### config.mk
export PLATFORM = sky130hd
export DESIGN_NAME = uart_tx_cfg
export DESIGN_NICKNAME = d
export VERILOG_FILES = /design/src/rtl/uart_tx_cfg.sv
export SDC_FILE = /design/constraint.sdc
export NUM_CORES = 1
export LEC_CHECK = 0
export CORE_MARGIN = 2
export CORE_UTILIZATION = 56
export DETAILED_ROUTE_END_ITERATION = 16
export DONT_BUFFER_PORTS = 1
export GPL_ROUTABILITY_DRIVEN = 0
export PLACE_DENSITY = 0.74
export SLEW_MARGIN = 20
export SYNTH_ARGS = -nofsm -noshare
export SYNTH_HDL_FRONTEND = slang
export SYNTH_SLANG_ARGS = --single-unit
### constraint.sdc
create_clock -name i_clk -period 1.9 [get_ports i_clk]
set_input_delay 0.38 -clock i_clk [delete_from_list [all_inputs] [get_ports i_clk]]
set_output_delay 0.38 -clock i_clk [all_outputs]
set_load 0.01 [all_outputs]
### src/rtl/uart_tx_cfg.sv
// uart_tx_cfg: UART transmitter; the frame format (5..9 data bits, parity none/odd/even, 1-2 stop bits) is fixed at elaboration.
// Define UART_TX_FIFO_EN to place a p_FIFO_DEPTH-entry write FIFO in front of the serialiser.
module uart_tx_cfg #(
    parameter int p_CLK_FREQ   = 12_000_000,
    parameter int p_BAUDRATE   = 9600,
    parameter int p_DATA_BITS  = 8,
    parameter int p_PARITY     = 0,
    parameter int p_STOP_BITS  = 1,
    parameter int p_FIFO_DEPTH = 16
) (
    input  logic                   i_clk,
    input  logic                   i_rst,
    input  logic                   i_en,
    input  logic [p_DATA_BITS-1:0] i_txdata,
    output logic                   o_ready,
    output logic                   o_done,
    output logic                   o_busy,
    output logic                   o_uart_tx
);
    localparam int c_DIV   = (p_CLK_FREQ + p_BAUDRATE / 2) / p_BAUDRATE;
    localparam int c_CNT_W = (c_DIV > 1) ? $clog2(c_DIV) : 1;
    localparam logic [c_CNT_W-1:0] c_CNT_LAST  = c_CNT_W'(c_DIV - 1);
    localparam logic [3:0]         c_DATA_LAST = 4'(p_DATA_BITS - 1);
    localparam logic [3:0]         c_STOP_LAST = 4'(p_STOP_BITS - 1);

    if (p_DATA_BITS < 5 || p_DATA_BITS > 9) begin : g_bad_data_bits
        $error("uart_tx_cfg: p_DATA_BITS must be 5..9");
    end
    if (p_PARITY < 0 || p_PARITY > 2) begin : g_bad_parity
        $error("uart_tx_cfg: p_PARITY must be 0, 1 or 2");
    end
    if (p_STOP_BITS < 1 || p_STOP_BITS > 2) begin : g_bad_stop_bits
        $error("uart_tx_cfg: p_STOP_BITS must be 1 or 2");
    end
    if (c_DIV < 1) begin : g_bad_divider
        $error("uart_tx_cfg: p_BAUDRATE too high for p_CLK_FREQ");
    end

    typedef enum logic [2:0] {S_IDLE, S_START, S_DATA, S_PARITY, S_STOP} state_t;

    state_t                 state;
    logic [c_CNT_W-1:0]     cnt;
    logic [3:0]             bit_idx;
    logic [p_DATA_BITS-1:0] shreg;
    logic                   par_bit;
    logic                   load;
    logic [p_DATA_BITS-1:0] load_data;
    logic                   bit_end;

    assign bit_end = (cnt == c_CNT_LAST);

`ifdef UART_TX_FIFO_EN
    localparam int c_AW = (p_FIFO_DEPTH > 1) ? $clog2(p_FIFO_DEPTH) : 1;

    if (p_FIFO_DEPTH < 2 || (p_FIFO_DEPTH & (p_FIFO_DEPTH - 1)) != 0) begin : g_bad_fifo_depth
        $error("uart_tx_cfg: p_FIFO_DEPTH must be a power of 2 >= 2");
    end

    logic [p_DATA_BITS-1:0] mem [p_FIFO_DEPTH];
    logic [c_AW:0]          wr_ptr;
    logic [c_AW:0]          rd_ptr;
    logic                   empty;
    logic                   full;
    logic                   push;

    // The extra pointer bit separates a full FIFO from an empty one when the addresses match.
    assign empty     = (wr_ptr == rd_ptr);
    assign full      = (wr_ptr[c_AW] != rd_ptr[c_AW]) && (wr_ptr[c_AW-1:0] == rd_ptr[c_AW-1:0]);
    assign push      = i_en && !full;
    assign load      = (state == S_IDLE) && !empty;
    assign load_data = mem[rd_ptr[c_AW-1:0]];
    assign o_ready   = !full;
    assign o_busy    = (state != S_IDLE) || !empty;

    always_ff @(posedge i_clk) begin
        if (push) begin
            mem[wr_ptr[c_AW-1:0]] <= i_txdata;
        end
    end

    always_ff @(posedge i_clk) begin
        if (i_rst) begin
            wr_ptr <= '0;
            rd_ptr <= '0;
        end else begin
            if (push) begin
                wr_ptr <= wr_ptr + 1'b1;
            end
            if (load) begin
                rd_ptr <= rd_ptr + 1'b1;
            end
        end
    end
`else
    logic unused_fifo_depth;

    assign unused_fifo_depth = (p_FIFO_DEPTH != 0);
    assign load              = (state == S_IDLE) && i_en;
    assign load_data         = i_txdata;
    assign o_ready           = (state == S_IDLE);
    assign o_busy            = (state != S_IDLE);
`endif

    // Each line bit lasts c_DIV cycles; the line value is registered on the boundary into the bit.
    always_ff @(posedge i_clk) begin
        if (i_rst) begin
            state     <= S_IDLE;
            cnt       <= '0;
            bit_idx   <= '0;
            shreg     <= '0;
            par_bit   <= 1'b0;
            o_uart_tx <= 1'b1;
            o_done    <= 1'b0;
        end else begin
            o_done <= 1'b0;
            case (state)
                S_IDLE: begin
                    cnt     <= '0;
                    bit_idx <= '0;
                    if (load) begin
                        shreg     <= load_data;
                        par_bit   <= (p_PARITY == 1) ? ~(^load_data) : (^load_data);
                        o_uart_tx <= 1'b0;
                        state     <= S_START;
                    end
                end
                S_START: begin
                    if (bit_end) begin
                        cnt       <= '0;
                        o_uart_tx <= shreg[0];
                        shreg     <= shreg >> 1;
                        state     <= S_DATA;
                    end else begin
                        cnt <= cnt + 1'b1;
                    end
                end
                S_DATA: begin
                    if (bit_end) begin
                        cnt <= '0;
                        if (bit_idx == c_DATA_LAST) begin
                            bit_idx <= '0;
                            if (p_PARITY != 0) begin
                                o_uart_tx <= par_bit;
                                state     <= S_PARITY;
                            end else begin
                                o_uart_tx <= 1'b1;
                                state     <= S_STOP;
                            end
                        end else begin
                            bit_idx   <= bit_idx + 1'b1;
                            o_uart_tx <= shreg[0];
                            shreg     <= shreg >> 1;
                        end
                    end else begin
                        cnt <= cnt + 1'b1;
                    end
                end
                S_PARITY: begin
                    if (bit_end) begin
                        cnt       <= '0;
                        o_uart_tx <= 1'b1;
                        state     <= S_STOP;
                    end else begin
                        cnt <= cnt + 1'b1;
                    end
                end
                S_STOP: begin
                    if (bit_end) begin
                        cnt <= '0;
                        if (bit_idx == c_STOP_LAST) begin
                            bit_idx <= '0;
                            o_done  <= 1'b1;
                            state   <= S_IDLE;
                        end else begin
                            bit_idx <= bit_idx + 1'b1;
                        end
                    end else begin
                        cnt <= cnt + 1'b1;
                    end
                end
                default: begin
                    o_uart_tx <= 1'b1;
                    state     <= S_IDLE;
                end
            endcase
        end
    end
endmodule

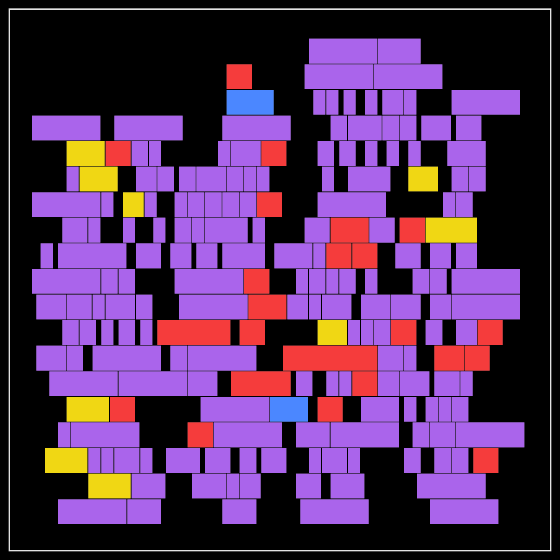
*Drive-strength map*
color	size	cells
red	_3 and _4 cells	23
purple	_0 and _1 cells	166
yellow	_2 cells	9
blue	_6 and larger	2
least setup slack across all paths after layout: 0.0949 ns
growth of design area from synthesis to finish: 10.2%
non-clock buffer count in the final layout: 15

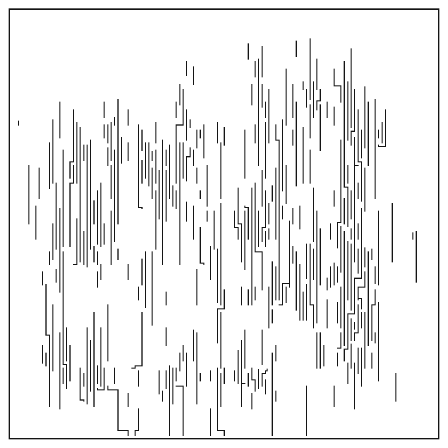
*Signal wires on met2*
wire length on this layer	1590 um
main direction	vertical
nets with wire on the layer	190
longest straight run	21.4 um

==> impl_metrics.yaml <==
# physical design summary
finish:
  antenna_cells: 0
  final_layout_size_suffix_gt1_share_pct: 17.0
  fin_area_um2: 1760
  nonClockInverterCount: 6
  layout_top_cell: "sky130_fd_sc_hd__nor2_1"
  clock_buffer_count: 4
  finalNonFillerCells: 231
cts:
  cts_hold_fix_bufs: 0
  clkSlewWorstSetupHoldPaths_ns: 0.15
  tritoncts.num_buffers: 3
  ctsHtreeMaxLevel: 1
setup_path:
  terminus_of_the_critical_flop_to_flop_path: "shreg[6]"
  path_buffers: 2
  worstSetupPathDepth: 4
  worst-endpoint-required_ns: 1.52
place:
  numPlacedInstances: 225
final_timing:
  clock-skew-final_ns: 0.00372
  report.final.slew_viol_count: 0
  maxClockFrequency_mhz: 554
yosys:
  post_synth_instance_area_um2: 1600
  top_cells_by_count: "31 x sky130_fd_sc_hd__nor2_1, 28 x sky130_fd_sc_hd__dfxtp_1, 14 x sky130_fd_sc_hd__nor3_1"
  yosys_register_bits: 28
pwr:
  vdd.ir_drop.worst_uv: 447
outcome:
  run_status: "complete, no violations"
-- how the worst min path moves through the flow --
stage | cells past startpoint | to | startpoint
finish | 1 | state[2] | i_rst
floorplan | 2 | shreg[7] | shreg[7]
global route | 1 | shreg[4] | i_rst
CTS | 1 | shreg[5] | i_rst
global placement | 1 | state[0] | state[2]
detailed placement | 1 | state[0] | state[2]
-- power breakdown --
group | total [mW] | switching, mW | internal [mW] | leakage, nW
clock | 0.294 | 0.177 | 0.117 | 0.0210
sequential | 0.636 | 0.0203 | 0.616 | 0.228
combinational | 0.194 | 0.103 | 0.0911 | 0.389
-- logic make-up after synthesis --
family,synth area share (%)
AND-OR/OR-AND,18.6
multiplexers,6.42
flip-flops,35.1
XOR/XNOR,3.29
buffers and inverters,4.62
AND/OR/NAND/NOR,28.9
adder cells (fa/ha/maj),3.13
Power and IR drop assume default switching activity.
